==> images/io_placement.png <==
The bar under the picture is 20 um long. Pins as bars across the die edge, other pins in gray.
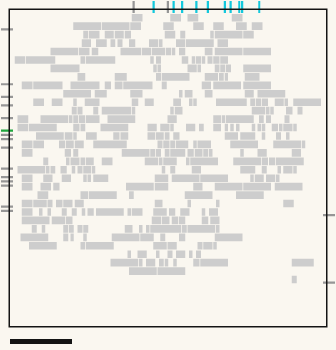
==> images/clocks.png <==
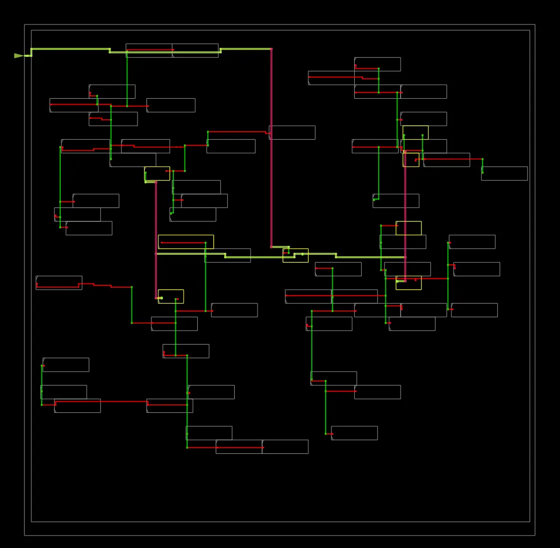
==> images/logic_types.png <==
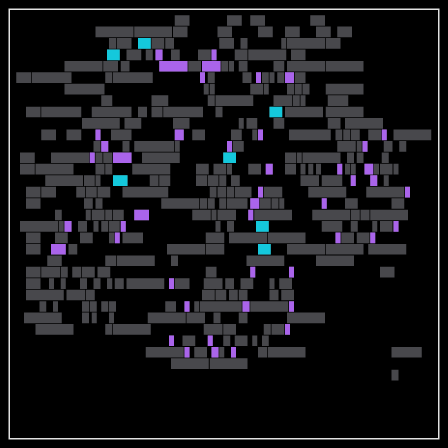
## config.mk

```make
export PLATFORM = sky130hd
export DESIGN_NAME = vga_timing_rx
export DESIGN_NICKNAME = d
export VERILOG_FILES = /design/src/rtl/vga_timing_rx.sv
export SDC_FILE = /design/constraint.sdc
export NUM_CORES = 1
export LEC_CHECK = 0
export ABC_AREA = 0
export CORE_UTILIZATION = 30
export CTS_CLUSTER_SIZE = 12
export DETAILED_ROUTE_END_ITERATION = 16
export PLACE_DENSITY = 0.51
export SLEW_MARGIN = 25
export SYNTH_ARGS = -nofsm -noshare
export SYNTH_HDL_FRONTEND = slang
export SYNTH_SLANG_ARGS = --single-unit
```

## constraint.sdc

```tcl
create_clock -name clk -period 2.6 [get_ports clk]
set_input_delay 0.52 -clock clk [delete_from_list [all_inputs] [get_ports clk]]
set_output_delay 0.52 -clock clk [all_outputs]
set_load 0.02 [all_outputs]
```

## src/rtl/vga_timing_rx.sv

```systemverilog
`default_nettype none
// ============================================================================
// Module   : vga_timing_rx
// Brief    : Recovers pixel/line position from incoming VGA syncs and locks
//            once the timing has been verified over consecutive frames.
// Revision : 1.0 - initial release
// ============================================================================
module vga_timing_rx #(
  parameter int H_TOTAL      = 800,
  parameter int H_SYNC_START = 656,
  parameter int H_ACTIVE     = 640,
  parameter int V_TOTAL      = 525,
  parameter int V_SYNC_START = 490,
  parameter int V_ACTIVE     = 480,
  parameter int LOCK_FRAMES  = 2
) (
  input  logic       clk,
  input  logic       rst_n,
  input  logic       pix_en,
  input  logic       hsync_in,
  input  logic       vsync_in,
  output logic [9:0] hcount,
  output logic [9:0] vcount,
  output logic       blank,
  output logic       locked,
  output logic       frame_start,
  output logic       timing_err
);

  localparam int              c_gw        = (LOCK_FRAMES > 1) ? $clog2(LOCK_FRAMES + 1) : 1;
  localparam logic [9:0]      c_h_last    = 10'(H_TOTAL - 1);
  localparam logic [9:0]      c_h_sync    = 10'(H_SYNC_START);
  localparam logic [9:0]      c_h_pre     = 10'(H_SYNC_START - 1);
  localparam logic [9:0]      c_h_act     = 10'(H_ACTIVE);
  localparam logic [9:0]      c_v_last    = 10'(V_TOTAL - 1);
  localparam logic [9:0]      c_v_sync    = 10'(V_SYNC_START);
  localparam logic [9:0]      c_v_tot     = 10'(V_TOTAL);
  localparam logic [9:0]      c_v_act     = 10'(V_ACTIVE);
  localparam logic [9:0]      c_cnt_max   = 10'h3FF;
  localparam logic [9:0]      c_tmo_pre   = 10'd1022;
  localparam logic [c_gw-1:0] c_good_last = c_gw'(LOCK_FRAMES - 1);

  typedef enum logic [1:0] {
    SEARCH = 2'd0,
    TRACK  = 2'd1,
    LOCKED = 2'd2
  } state_t;

  state_t          r_state, w_state_nxt;
  logic            r_hs_meta, r_hs_sync, r_hs_prev;
  logic            r_vs_meta, r_vs_sync, r_vs_prev;
  logic            r_vflag;
  logic [9:0]      r_hcount, r_vcount, r_lines, r_quiet;
  logic [c_gw-1:0] r_good, w_good_nxt;
  logic            r_blank, r_locked, r_frame_start, r_timing_err;
  logic [9:0]      w_hc_nxt, w_vc_nxt;
  logic            w_hs_fall, w_vs_fall, w_vload, w_vwrap;
  logic            w_line_err, w_tmo, w_frame_err, w_viol, w_err, w_lock_nxt;

  // Edges are judged only between consecutive pixel ticks, never raw clk samples.
  assign w_hs_fall   = pix_en & r_hs_prev & ~r_hs_sync;
  assign w_vs_fall   = pix_en & r_vs_prev & ~r_vs_sync;
  assign w_vload     = r_vflag | w_vs_fall;
  assign w_vwrap     = w_hs_fall & ~w_vload & (r_vcount == c_v_last);
  assign w_line_err  = w_hs_fall & (r_hcount != c_h_pre);
  assign w_tmo       = pix_en & ~w_hs_fall & (r_quiet == c_tmo_pre);
  assign w_frame_err = w_vs_fall & (r_lines != c_v_tot);
  assign w_viol      = w_line_err | w_tmo | w_frame_err;
  assign w_lock_nxt  = (w_state_nxt == LOCKED);

  always_comb begin
    w_hc_nxt = r_hcount;
    if (pix_en) begin
      if (w_hs_fall)                 w_hc_nxt = c_h_sync;
      else if (r_hcount == c_h_last) w_hc_nxt = '0;
      else                           w_hc_nxt = r_hcount + 10'd1;
    end
  end

  always_comb begin
    w_vc_nxt = r_vcount;
    if (w_hs_fall) begin
      if (w_vload)      w_vc_nxt = c_v_sync;
      else if (w_vwrap) w_vc_nxt = '0;
      else              w_vc_nxt = r_vcount + 10'd1;
    end
  end

  always_comb begin
    w_state_nxt = r_state;
    w_good_nxt  = r_good;
    w_err       = 1'b0;
    case (r_state)
      SEARCH: begin
        if (w_vs_fall) begin
          w_state_nxt = TRACK;
          w_good_nxt  = '0;
        end
      end
      TRACK: begin
        if (w_viol) begin
          w_err       = 1'b1;
          w_state_nxt = SEARCH;
        end else if (w_vs_fall) begin
          w_good_nxt = r_good + c_gw'(1);
          if (r_good == c_good_last) w_state_nxt = LOCKED;
        end
      end
      LOCKED: begin
        if (w_viol) begin
          w_err       = 1'b1;
          w_state_nxt = SEARCH;
        end
      end
      default: w_state_nxt = SEARCH;
    endcase
  end

  always_ff @(posedge clk or negedge rst_n) begin
    if (!rst_n) begin
      r_hs_meta <= 1'b1;
      r_hs_sync <= 1'b1;
      r_hs_prev <= 1'b1;
      r_vs_meta <= 1'b1;
      r_vs_sync <= 1'b1;
      r_vs_prev <= 1'b1;
    end else begin
      r_hs_meta <= hsync_in;
      r_hs_sync <= r_hs_meta;
      r_vs_meta <= vsync_in;
      r_vs_sync <= r_vs_meta;
      if (pix_en) begin
        r_hs_prev <= r_hs_sync;
        r_vs_prev <= r_vs_sync;
      end
    end
  end

  // Line and quiet-time counters saturate so a dead input cannot wrap into a false pass.
  always_ff @(posedge clk or negedge rst_n) begin
    if (!rst_n) begin
      r_hcount <= '0;
      r_vcount <= '0;
      r_vflag  <= 1'b0;
      r_lines  <= '0;
      r_quiet  <= '0;
      r_good   <= '0;
      r_state  <= SEARCH;
    end else begin
      r_hcount <= w_hc_nxt;
      r_vcount <= w_vc_nxt;
      r_good   <= w_good_nxt;
      r_state  <= w_state_nxt;
      if (w_hs_fall)      r_vflag <= 1'b0;
      else if (w_vs_fall) r_vflag <= 1'b1;
      if (w_vs_fall)                             r_lines <= {9'd0, w_hs_fall};
      else if (w_hs_fall && r_lines != c_cnt_max) r_lines <= r_lines + 10'd1;
      if (pix_en) begin
        if (w_hs_fall)               r_quiet <= '0;
        else if (r_quiet != c_cnt_max) r_quiet <= r_quiet + 10'd1;
      end
    end
  end

  always_ff @(posedge clk or negedge rst_n) begin
    if (!rst_n) begin
      r_blank       <= 1'b1;
      r_locked      <= 1'b0;
      r_frame_start <= 1'b0;
      r_timing_err  <= 1'b0;
    end else begin
      r_blank       <= ~(w_lock_nxt & (w_hc_nxt < c_h_act) & (w_vc_nxt < c_v_act));
      r_locked      <= w_lock_nxt;
      r_frame_start <= w_vwrap & w_lock_nxt;
      r_timing_err  <= w_err;
    end
  end

  assign hcount      = r_hcount;
  assign vcount      = r_vcount;
  assign blank       = r_blank;
  assign locked      = r_locked;
  assign frame_start = r_frame_start;
  assign timing_err  = r_timing_err;

endmodule
`default_nettype wire

```

==> impl_metrics.ini <==
; physical design summary
[outcome]
status = completed

[drt]
drcViolationCount = 0
vias = 2420
ant_nets = 0
routed.top_layer = met4

[final_layout]
combGateArea_sq_um = 1510
nNonClkInverters = 12
stdcell_area_sq_um = 3600
area_growth_pct = 20.6
fin_nets = 358
signal_buffers = 39

[timing]
fmax_mhz = 445
fin_ws_ns = 0.353
hold_slack_ns = 0.184

[synthesis]
synth_top_flop_cell = dfrtp_1
netlist_area_sq_um = 2990
async_reset_ff_share_pct = 100
top_area_share_pct = 40.2
ys_cells = 303
yosys_area_sq_um = 2990
yosysUniqueCellTypes = 58

[global_routing]
antenna_found_initial = 0
grt_max_degree = 56
met3_usage_pct = 3.04
gr-total-overflow = 0
grt-busiest-layer = met2

[clock_network]
ctsHtreeMaxLevel = 2
ctsHoldBuffers = 0
cts_root_buf = clkbuf_8
cts_buffer_depth = 2
cts.clk_slew.worst_paths_ns = 0.10
postCtsSetupBuffers = 0

[setup_path]
cp_slowest_cell = clkdlybuf4s50_1
r2r_slack_ns = 0.46
rr_startpoint = hcount[0]$_DFFE_PN0P_
crit_arrival_ns = 2.49
critPathBufInv = 2
end_kind = flip-flop
crit_required_ns = 2.85

[pwr]
power.density_nw_per_um2 = 673
total_power_mw = 2.42
leakage_nw = 1.48

[place]
place_ws_ns = 0.0811
place_congestion = 0.813

[flow_run]
cap_violations = 0

[floorplanning]
die_h_um = 102
fp.dieW_um = 102
rows = 36
Notes on io_placement.png above:
legend:
  green:
    port: frame_start
    pins: 1
    direction: output
    edge: left
  cyan:
    port: hcount
    pins: 10
    direction: output
    edge: top
all pins by edge: 15 left, 12 top, 2 right

Notes on clocks.png above:
CTS buffer count: 5
clk_skew: 0.00972 ns

Notes on logic_types.png above:
legend:
  purple:
    family: NOR gates
    cells: 46
    most_used: nor2_1
    where: all over the die
  cyan:
    family: AND-OR and OR-AND gates
    cells: 7
    most_used: a22o_1
Commonest Layout Cell: dfrtp_1
Non-Filler Instances: 475
Comb area share: 42.0%

## kinds of logic after synthesis
family / share of synthesized area [%]
compound gates: 16.7
xor+xnor: 4.11
fa+ha+maj: 5.03
buf+inv: 2.93
flops: 46.4
mux: 2.14
simple gates: 22.7
## state kept, by name, summed over array words and instances, names as in the netlist, 2 cells and up
| register | flops |
|---|---|
| r_quiet | 10 |
| vcount | 10 |
| r_good | 2 |
| hcount | 10 |
| r_lines | 10 |
| r_state | 2 |
## power by group
| part | internal [mW] | leakage (nW) | switching (mW) |
|---|---|---|---|
| sequential | 0.986 | 0.690 | 0.187 |
| clock | 0.317 | 0.0618 | 0.291 |
| combinational | 0.301 | 0.726 | 0.340 |
Power figures rest on the tool's default switching activity, not on a simulated workload.
